File: src/rtl/neuron_mac_engine_if.sv
// neuron_mac_engine_if: config, beat-stream and result signals of one neuron core
interface neuron_mac_engine_if #(
  parameter int NUM_INPUTS = 36,
  parameter int WIDTH = 8,
  parameter int LANES = 1
);
  logic CFG_WE;
  logic [$clog2(NUM_INPUTS+1)-1:0] CFG_ADDR;
  logic [WIDTH-1:0] CFG_WDATA;
  logic [1:0] ACT_MODE;
  logic READY;
  logic VALID_IN;
  logic [LANES*WIDTH-1:0] VALUE_IN;
  logic [WIDTH-1:0] VALUE_OUT;
  logic VALID_OUT;
  logic OVERFLOW;
  logic BUSY;
  modport master (
    output CFG_WE, CFG_ADDR, CFG_WDATA, ACT_MODE, VALID_IN, VALUE_IN,
    input READY, VALUE_OUT, VALID_OUT, OVERFLOW, BUSY
  );
  modport slave (
    input CFG_WE, CFG_ADDR, CFG_WDATA, ACT_MODE, VALID_IN, VALUE_IN,
    output READY, VALUE_OUT, VALID_OUT, OVERFLOW, BUSY
  );
endinterface

File: src/rtl/neuron_mac_engine.sv
// neuron_mac_engine: multi-lane MAC neuron with full-precision accumulator, single saturation point and selectable activation
module neuron_mac_engine #(
  parameter int NUM_INPUTS = 36,
  parameter int WIDTH = 8,
  parameter int FRAC_BITS = 3,
  parameter int LANES = 1
) (
  input logic CLK,
  input logic RST,
  neuron_mac_engine_if.slave io
);
  localparam int BEATS = NUM_INPUTS / LANES;
  localparam int AW = 2 * WIDTH + $clog2(NUM_INPUTS) + 1;
  localparam int AD = $clog2(NUM_INPUTS + 1);
  localparam int CW = $clog2(BEATS + 1);
  localparam logic signed [AW-1:0] PMAX = AW'((1 << (WIDTH - 1)) - 1);
  localparam logic signed [AW-1:0] PMIN = AW'(-(1 << (WIDTH - 1)));
  localparam logic signed [WIDTH-1:0] ONE = WIDTH'(1 << FRAC_BITS);
  localparam logic signed [WIDTH-1:0] NEG_ONE = WIDTH'(-(1 << FRAC_BITS));
  typedef enum logic [1:0] {IDLE, ACCUM, BIAS, ACT} state_t;
  state_t st, nxt;
  logic [CW-1:0] cnt;
  logic signed [WIDTH-1:0] bank [NUM_INPUTS+1];
  logic signed [AW-1:0] acc, beat_sum, pre;
  logic signed [WIDTH-1:0] sat, sat_r, act_val;
  logic [1:0] mode;
  logic accept, last, hi, lo;
  assign io.READY = !RST && (st == IDLE || st == ACCUM);
  assign io.BUSY = st == BIAS || st == ACT;
  assign accept = io.VALID_IN && io.READY;
  assign last = cnt == CW'(BEATS - 1);
  // Sum of this beat's lane products, weights picked by beat counter
  always_comb begin
    beat_sum = '0;
    for (int l = 0; l < LANES; l++)
      beat_sum = beat_sum + AW'($signed(io.VALUE_IN[l*WIDTH+:WIDTH]) * bank[AD'(int'(cnt) * LANES + l)]);
  end
  // Next state, bias add with floor shift, saturation and activation
  always_comb begin
    nxt = (st == IDLE || st == ACCUM) ? (accept ? (last ? BIAS : ACCUM) : st) : st == BIAS ? ACT : IDLE;
    pre = (acc + (AW'(bank[NUM_INPUTS]) <<< FRAC_BITS)) >>> FRAC_BITS;
    hi = pre > PMAX;
    lo = pre < PMIN;
    sat = hi ? WIDTH'(PMAX) : lo ? WIDTH'(PMIN) : pre[WIDTH-1:0];
    act_val = mode == 2'd0 ? sat_r :
              mode == 2'd1 ? (sat_r[WIDTH-1] ? '0 : sat_r) :
              mode == 2'd2 ? (sat_r > ONE ? ONE : sat_r < NEG_ONE ? NEG_ONE : sat_r) :
              (sat_r[WIDTH-1] ? '0 : sat_r > ONE ? ONE : sat_r);
  end
  // State register
  always_ff @(posedge CLK or posedge RST) begin
    if (RST) st <= IDLE;
    else st <= nxt;
  end
  // Weight bank, accumulator, beat counter and result registers
  always_ff @(posedge CLK or posedge RST) begin
    if (RST) begin
      cnt <= '0;
      acc <= '0;
      sat_r <= '0;
      mode <= '0;
      io.VALUE_OUT <= '0;
      io.VALID_OUT <= 1'b0;
      io.OVERFLOW <= 1'b0;
      for (int i = 0; i <= NUM_INPUTS; i++) bank[i] <= '0;
    end else begin
      io.VALID_OUT <= 1'b0;
      if (io.CFG_WE && io.CFG_ADDR <= AD'(NUM_INPUTS)) bank[io.CFG_ADDR] <= io.CFG_WDATA;
      if (accept) begin
        acc <= (st == IDLE ? '0 : acc) + beat_sum;
        cnt <= last ? '0 : cnt + 1'b1;
        if (st == IDLE) begin
          io.OVERFLOW <= 1'b0;
          mode <= io.ACT_MODE;
        end
      end
      if (st == BIAS) begin
        sat_r <= sat;
        if (hi || lo) io.OVERFLOW <= 1'b1;
      end
      if (st == ACT) begin
        io.VALUE_OUT <= act_val;
        io.VALID_OUT <= 1'b1;
      end
    end
  end
endmodule

File: src/flat_wrapper.sv
// flat-port wrapper written by rule: the top's interface ports become plain ports
module neuron_mac_engine_flat 
#(
  parameter int NUM_INPUTS = 36,
  parameter int WIDTH = 8,
  parameter int FRAC_BITS = 3,
  parameter int LANES = 1
)
  (CLK, RST, io_CFG_WE, io_CFG_ADDR, io_CFG_WDATA, io_ACT_MODE, io_VALID_IN, io_VALUE_IN, io_READY, io_VALUE_OUT, io_VALID_OUT, io_OVERFLOW, io_BUSY);
  neuron_mac_engine_if #(.NUM_INPUTS(NUM_INPUTS), .WIDTH(WIDTH), .LANES(LANES)) io_i ();
  input logic CLK;
  input logic RST;
  input wire logic [$bits(io_i.CFG_WE)-1:0] io_CFG_WE;
  input wire logic [$bits(io_i.CFG_ADDR)-1:0] io_CFG_ADDR;
  input wire logic [$bits(io_i.CFG_WDATA)-1:0] io_CFG_WDATA;
  input wire logic [$bits(io_i.ACT_MODE)-1:0] io_ACT_MODE;
  input wire logic [$bits(io_i.VALID_IN)-1:0] io_VALID_IN;
  input wire logic [$bits(io_i.VALUE_IN)-1:0] io_VALUE_IN;
  output wire logic [$bits(io_i.READY)-1:0] io_READY;
  output wire logic [$bits(io_i.VALUE_OUT)-1:0] io_VALUE_OUT;
  output wire logic [$bits(io_i.VALID_OUT)-1:0] io_VALID_OUT;
  output wire logic [$bits(io_i.OVERFLOW)-1:0] io_OVERFLOW;
  output wire logic [$bits(io_i.BUSY)-1:0] io_BUSY;
  assign io_i.CFG_WE = io_CFG_WE;
  assign io_i.CFG_ADDR = io_CFG_ADDR;
  assign io_i.CFG_WDATA = io_CFG_WDATA;
  assign io_i.ACT_MODE = io_ACT_MODE;
  assign io_i.VALID_IN = io_VALID_IN;
  assign io_i.VALUE_IN = io_VALUE_IN;
  assign io_READY = io_i.READY;
  assign io_VALUE_OUT = io_i.VALUE_OUT;
  assign io_VALID_OUT = io_i.VALID_OUT;
  assign io_OVERFLOW = io_i.OVERFLOW;
  assign io_BUSY = io_i.BUSY;
  neuron_mac_engine #(.NUM_INPUTS(NUM_INPUTS), .WIDTH(WIDTH), .FRAC_BITS(FRAC_BITS), .LANES(LANES)) u_core (.CLK(CLK), .RST(RST), .io(io_i));
endmodule
File: config.mk
export PLATFORM = sky130hd
export DESIGN_NAME = neuron_mac_engine_flat
export DESIGN_NICKNAME = d
export VERILOG_FILES = /design/src/rtl/neuron_mac_engine_if.sv /design/src/rtl/neuron_mac_engine.sv /design/src/flat_wrapper.sv
export SDC_FILE = /design/constraint.sdc
export NUM_CORES = 1
export LEC_CHECK = 0
export CAP_MARGIN = 10
export CORE_MARGIN = 2
export CORE_UTILIZATION = 55
export CTS_CLUSTER_DIAMETER = 40
export DETAILED_ROUTE_END_ITERATION = 10
export PLACE_DENSITY = 0.83
export SYNTH_ARGS = -nofsm -noshare
export SYNTH_HDL_FRONTEND = slang
export SYNTH_SLANG_ARGS = --single-unit
File: constraint.sdc
create_clock -name CLK -period 13.4 [get_ports CLK]
set_input_delay 2.68 -clock CLK [delete_from_list [all_inputs] [get_ports CLK]]
set_output_delay 2.68 -clock CLK [all_outputs]
set_load 0.05 [all_outputs]
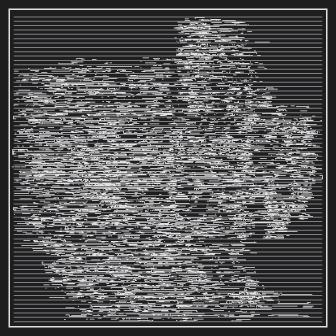
Run 1: met1 routing
Supply wires on this layer in grey.
nets with wire on the layer: 1827
share of all routed wire: 40%
wire length on this layer: 19800 um
main direction: horizontal
aggregate routed wire length: 48900 um
total via count in the routed design: 14200
met1 usage in global routing: 0.325

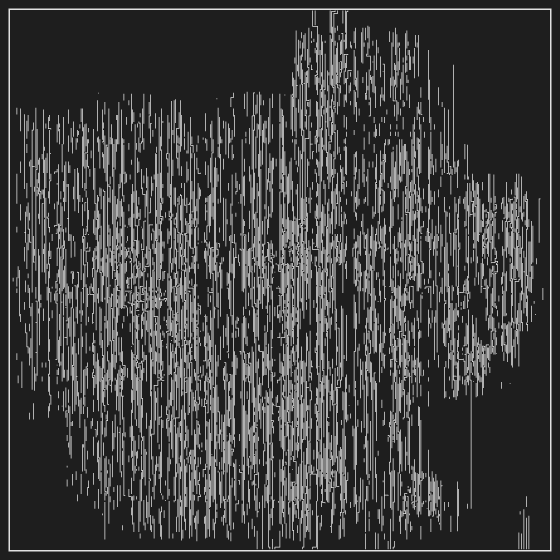
Run 1: M2 wires
wire length on this layer: 24.5 mm
share of all routed wire: 50%

==> impl_metrics.ini, run 1 <==
; physical design summary
[hold_path]
whs_path_depth = 2
worst_hold_path.endpoint = u_core.acc[0]
min_from = u_core.acc[0]

[yosys]
floorplan.nets = 1897
postSynthCellCount = 1741
ys_seq_share = 0.422
synth_chip_area_um2 = 20600
netlist_area_um2 = 20600
postSynthAreaPerCell_um2 = 11.8
synth_top_area_share = 0.422
synth.area.top_cells = dfrtp_1 (42%), mux2_2 (16%), mux4_2 (5.7%)
most_used_flip_flop_cell = dfrtp_1
yosys-top-cells-count = dfrtp_1 (347), mux2_2 (299), nand2_1 (113), inv_1 (99), ha_1 (71)
async_reset_ff_frac = 1.00
synth_top_cell_by_area = dfrtp_1
yosysCellCount = 1741
post_synth_num_cell_types = 80
count_of_library_flops_with_an_enable_pin = 0
synth_top_cell_by_count = dfrtp_1
synth-warning-count = 0
numSynthFlops = 347

[worst_setup_path]
cp_max_fo = 32
worst_path_dominant_cell_family = AND-OR/OR-AND gates
cp.buffers_inverters = 5
data_required_time_of_the_worst_path_ns = 13.81
worst_r2r_startpoint = u_core.cnt[2]
slowest_delay_ns = 0.78
endpoint = u_core.acc[22]
cp_num_cells = 30
cp.arrival_ns = 10.11
worst_path_max_delay_cell = nand2_1
timing.critical_path.from = u_core.cnt[2]
setup.reg_to_reg.worst_slack_ns = 3.70
setup.worst_path.start_class = flip-flop
critical_path.reg2reg.endpoint = u_core.acc[22]
end_kind = flip-flop
timing_worst_setup_path_type = flip-flop to flip-flop
worst_r2r_path_depth = 30

[timing]
max_clock_freq_ghz = 0.103
setup_tns_ns = 0
fin_hold_ws_ns = 0.467
final_period_minus_worst_setup_slack_ns = 9.70
timing.max_slew.rel_slack = 0.229
worstMarginPinSlew_ns = 1.15
timing_max_transition_violations_final = 0
layout_worst_path_cycle_share = 0.724
finalClockSkew_ns = 0.0390
final_hold_viol_count = 0
rsz_0062_raised_after_global_routing = no
setup_viol = 0

[floorplan]
io-pin-count = 40
floorplan_die_width_um = 197
placement_rows = 70
die_y_um = 197
placeableCoreArea_um2 = 36700
initial_core_util = 0.561
chip_area_um2 = 39000

[clock_tree]
tritoncts_clock_tree = yes
htreeDepth = 2
tritoncts.num_buffers = 42
post_cts.repair.setup_buffers = 0
holdBufCountCts = 0
path_clk_slew_ns = 0.06
max-clock-path-buffers = 3
ctsResizeCount = 0
clkLatencyLatePin_ns = 0.57
clock-sinks = 347

[routing]
detail_route.drc_violations = 0
avgRoutedWirePerCell_um = 21.7
drtAntennaViolNets = 0
drt-initial-drc-count = 1204
drt_pass1_iterations = 6
route.detailed.vias_per_inst = 6.31

[placement]
hpwlAfterDp_um = 32500
gp_routability_congestion = 0.911
post_dp_cell_area_um2 = 21300

[run]
max_cap_violations = 0
stage_log_warnings = 28

[grt]
antenna_violations_before_repair = 0
global_route.usage.total = 0.255
grt_first_pass_wirelength_um = 78300
via_count_of_the_first_global_routing_pass = 14600
gr-total-overflow = 0
grt_max_degree = 141

[final_layout]
area.growth.synth_to_final_pct = 10.6
nNetsFinal = 1906
final_core_util = 0.620
top_layout_cell = dfrtp_1
insertedDiodeCount = 0
fraction_of_final_layout_cells_sized_beyond_drive_strength_1 = 0.262
layout.cell_area.non_filler_um2 = 22800

[run_status]
run_status = completed
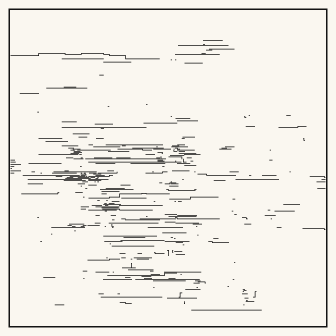
Run 1: signal wires on met3
main direction: horizontal
nets with wire on the layer: 177
wire length on this layer: 2750 um
share of all routed wire: 5.6%
longest straight run: 58.0 um

[run 1: layout make-up]
type                    count  area (um2)
multi-input cells        1202       11100
well taps                 468         586
flip-flops and latches    347        8690
repair buffers             57         546
clock buffers              57        1180
inverters                 100         383
clock inverters            19         249
fillers                  2657       13900
[run 1: per-layer routing]
layer / vias up / global-route usage / wire, um
met4: 0 / 0.105 / 1880
li1: 6264 / - / -
met2: 526 / 0.434 / 24500
met1: 7258 / 0.325 / 19800
met3: 151 / 0.0411 / 2750
met5: - / 0 / 0
[run 1: stage by stage]
| stage | cells | setup WS (ns) |
|---|---|---|
| 2_1_floorplan | 1741 | 1.10 |
| 3_3_place_gp | 2173 | 3.94 |
| 3_5_place_dp | 2173 | 3.78 |
| 4_1_cts | 2249 | 3.85 |
| 5_1_grt | 2250 | 3.21 |
| 6_report | 2250 | 3.70 |
[run 1: worst reg2reg max path, delay by kind of cell, from the launching register on]
family	cells	cell delay, ns
buffers and inverters	5	0.58
AND/OR/NAND/NOR	4	1.92
flip-flops	1	0.33
multiplexers	1	0.21
adder cells (fa/ha/maj)	6	2.62
AND-OR/OR-AND	14	3.89
[run 1: cells by family after synthesis]
kind of cell	after synthesis	synth area share
xor+xnor	52	0.0229
flops	347	0.422
mux	405	0.247
buf+inv	192	0.0367
compound gates	257	0.0863
simple gates	360	0.0868
fa+ha+maj	128	0.0986
[run 1: flip-flops by register name, summed over array words and instances, names as in the netlist]
register and count:
u_core.cnt 6, u_core.mode 2, u_core.io.VALID_OUT 1, u_core.io.OVERFLOW 1
u_core.sat_r 8, u_core.bank 296, u_core.io.VALUE_OUT 8, u_core.acc 23
u_core.st 2
## Run 2: what changed since run 1
- PLACE_DENSITY: 0.83 -> 0.86
- clock period: 13.4 -> 8.1 ns (I/O delays scaled with it)
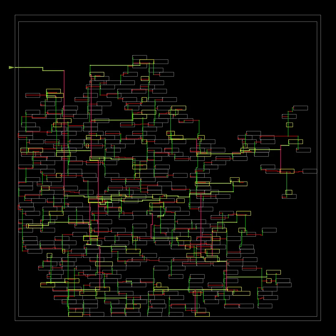
Run 2: clock nets
final clock skew: 0.0248 ns
CTS Buf Count: 41

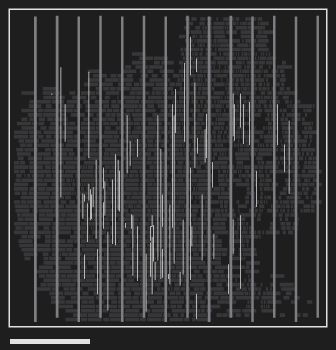
Run 2: metal 4
Scale bar: 50 um. Supply wires on this layer in grey.
main direction: vertical
nets with wire on the layer: 63
longest straight run: 92.5 um
share of all routed wire: 4.0%
wire length on this layer: 2070 um
aggregate routed wire length: 52200 um
total via count in the routed design: 14600

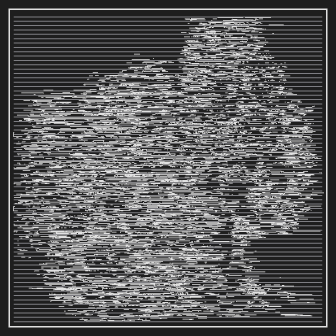
Run 2: met1 routing
Supply wires on this layer in grey.
wire length on this layer: 20.9 mm
longest straight run: 49.2 um
main direction: horizontal

==> run 2 against run 1 <==
Effect of this change:
- first-iteration DRC count up 15%
- setup slack lost 3.7 ns
- critical endpoint is now u_core.acc[21]
- largest cell class unchanged
- critical path type unchanged
- die size did not move
- global-route usage grew 0.74 points
- count of clock-buffer cells in the layout shrank 2
- cell count up 3.5%
==> impl_metrics.ini, run 2 <==
; physical design summary
[run_status]
run_status = completed

[yosys]
synth_chip_area_um2 = 20600
netlist_area_um2 = 20600
ys_seq_share = 0.422
synth.area.top_cells = dfrtp_1 (42%), mux2_2 (16%), mux4_2 (5.7%)
floorplan.nets = 1897
count_of_library_flops_with_an_enable_pin = 0
yosysCellCount = 1741
postSynthAreaPerCell_um2 = 11.8
most_used_flip_flop_cell = dfrtp_1
synth_top_cell_by_count = dfrtp_1
synth-warning-count = 0
yosys-top-cells-count = dfrtp_1 (347), mux2_2 (299), nand2_1 (113), inv_1 (99), ha_1 (71)
postSynthCellCount = 1741
numSynthFlops = 347
post_synth_num_cell_types = 80
async_reset_ff_frac = 1.00
synth_top_area_share = 0.422
synth_top_cell_by_area = dfrtp_1

[worst_setup_path]
timing_worst_setup_path_type = flip-flop to flip-flop
end_kind = flip-flop
worst_path_max_delay_cell = mux4_2
cp_max_fo = 8
setup.worst_path.start_class = flip-flop
worst_path_dominant_cell_family = adder cells
slowest_delay_ns = 0.54
cp_num_cells = 36
cp.buffers_inverters = 9
cp.arrival_ns = 8.54
worst_r2r_path_depth = 36
data_required_time_of_the_worst_path_ns = 8.57

[hold_path]
worstHoldPathType = flip-flop to flip-flop
whs_path_depth = 2

[routing]
avgRoutedWirePerCell_um = 22.4
drt_pass1_iterations = 6
routedLengthMet1_um = 20900
routed.top_layer = met4
drtAntennaViolNets = 0
drt-initial-drc-count = 1379
met2_wirelength_um = 26100
route.detailed.vias_per_inst = 6.28
met3RoutedLength_um = 3110
detail_route.drc_violations = 0

[clock_tree]
holdBufCountCts = 0
clock-sinks = 347
clkLatencyLatePin_ns = 0.55
max-clock-path-buffers = 3
htreeDepth = 2
tritoncts_clock_tree = yes
path_clk_slew_ns = 0.07
clock-root-buffer = clkbuf_16

[timing]
worstMarginPinSlew_ns = 1.11
timing_max_transition_violations_final = 0
layout_worst_path_cycle_share = 0.997
timing.max_slew.rel_slack = 0.258
fin_hold_ws_ns = 0.485
rsz_0062_raised_after_global_routing = yes
final_hold_viol_count = 0
max_clock_freq_ghz = 0.124
setup_tns_ns = 0
setup_viol = 0
final_period_minus_worst_setup_slack_ns = 8.08

[final_layout]
top_layout_cell = dfrtp_1
insertedDiodeCount = 0
nNetsFinal = 1984
fraction_of_final_layout_cells_sized_beyond_drive_strength_1 = 0.328
largest-register = u_core.bank
largest_registers = u_core.bank (296), u_core.acc (23)
flip_flop_count_of_the_largest_register_after_layout = 296
area.growth.synth_to_final_pct = 16.6
lay_top_cells = dfrtp_1 (345), mux2_2 (299), nand2_1 (112)

[placement]
hpwlAfterDp_um = 33900
gp_routability_congestion = 0.871
port_buffers = 39

[grt]
global_route.usage.total = 0.262
grt_first_pass_wirelength_um = 80700
met1_usage_in_global_routing = 0.334
use_met3 = 0.0418
via_count_of_the_first_global_routing_pass = 15200
gr-total-overflow = 0
gr-max-usage-layer = met2
grt_max_degree = 188
grtUsageMet2 = 0.443
antenna_violations_before_repair = 0

[run]
stage_log_warnings = 29
max_cap_violations = 0

[floorplan]
io-pin-count = 40
placement_rows = 70
chip_area_um2 = 39000
placeableCoreArea_um2 = 36700
initial_core_util = 0.561
die_y_um = 197
floorplan_die_width_um = 197
-- run 2: kinds of logic (layout without fill, tap and decap cells) --
group	after synthesis	count (layout)	synth area share
mux	405	405	0.247
buf+inv	192	311	0.0367
fa+ha+maj	128	128	0.0986
compound gates	257	257	0.0863
simple gates	360	360	0.0868
flops	347	347	0.422
xor+xnor	52	52	0.0229
-- run 2: worst paths after layout --
check,start,to,slack (ns)
min,u_core.io.VALUE_OUT[0],u_core.io.VALUE_OUT[0],0.48
min reg2reg,u_core.io.VALUE_OUT[0],u_core.io.VALUE_OUT[0],0.48
max reg2reg,u_core.cnt[0],u_core.acc[21],0.02
max,u_core.cnt[0],u_core.acc[21],0.02
min in group asynchronous,RST,u_core.acc[20],1.69
max in group asynchronous,RST,u_core.bank[137],4.63
-- run 2: metrics by stage --
| stage | util | std cells | setup slack, ns | cell area [um2] |
|---|---|---|---|---|
| after detailed placement | 0.595 | 2232 | -0.105 | 21800 |
| after global routing | 0.654 | 2328 | -0.294 | 24000 |
| final | 0.654 | 2328 | 0.0222 | 24000 |
| after CTS | 0.635 | 2307 | 0.00286 | 23300 |
| after global placement | 0.595 | 2232 | 0.0916 | 21800 |
| after floorplan | - | 1741 | 0.0217 | 20600 |
-- run 2: cell type report --
class,instances,area [um2]
repair buffers,136,1330
clock inverters,20,282
fillers,2423,12700
well taps,468,586
flip-flops and latches,347,8690
multi-input cells,1202,11600
clock buffers,55,1180
inverters,100,379
-- run 2: repair_timing --
item	4_1_cts	5_1_grt
setup endpoints to repair	5	8
pin swaps	1	38
buffers inserted	0	15
gates resized	3	83
gates cloned	0	5
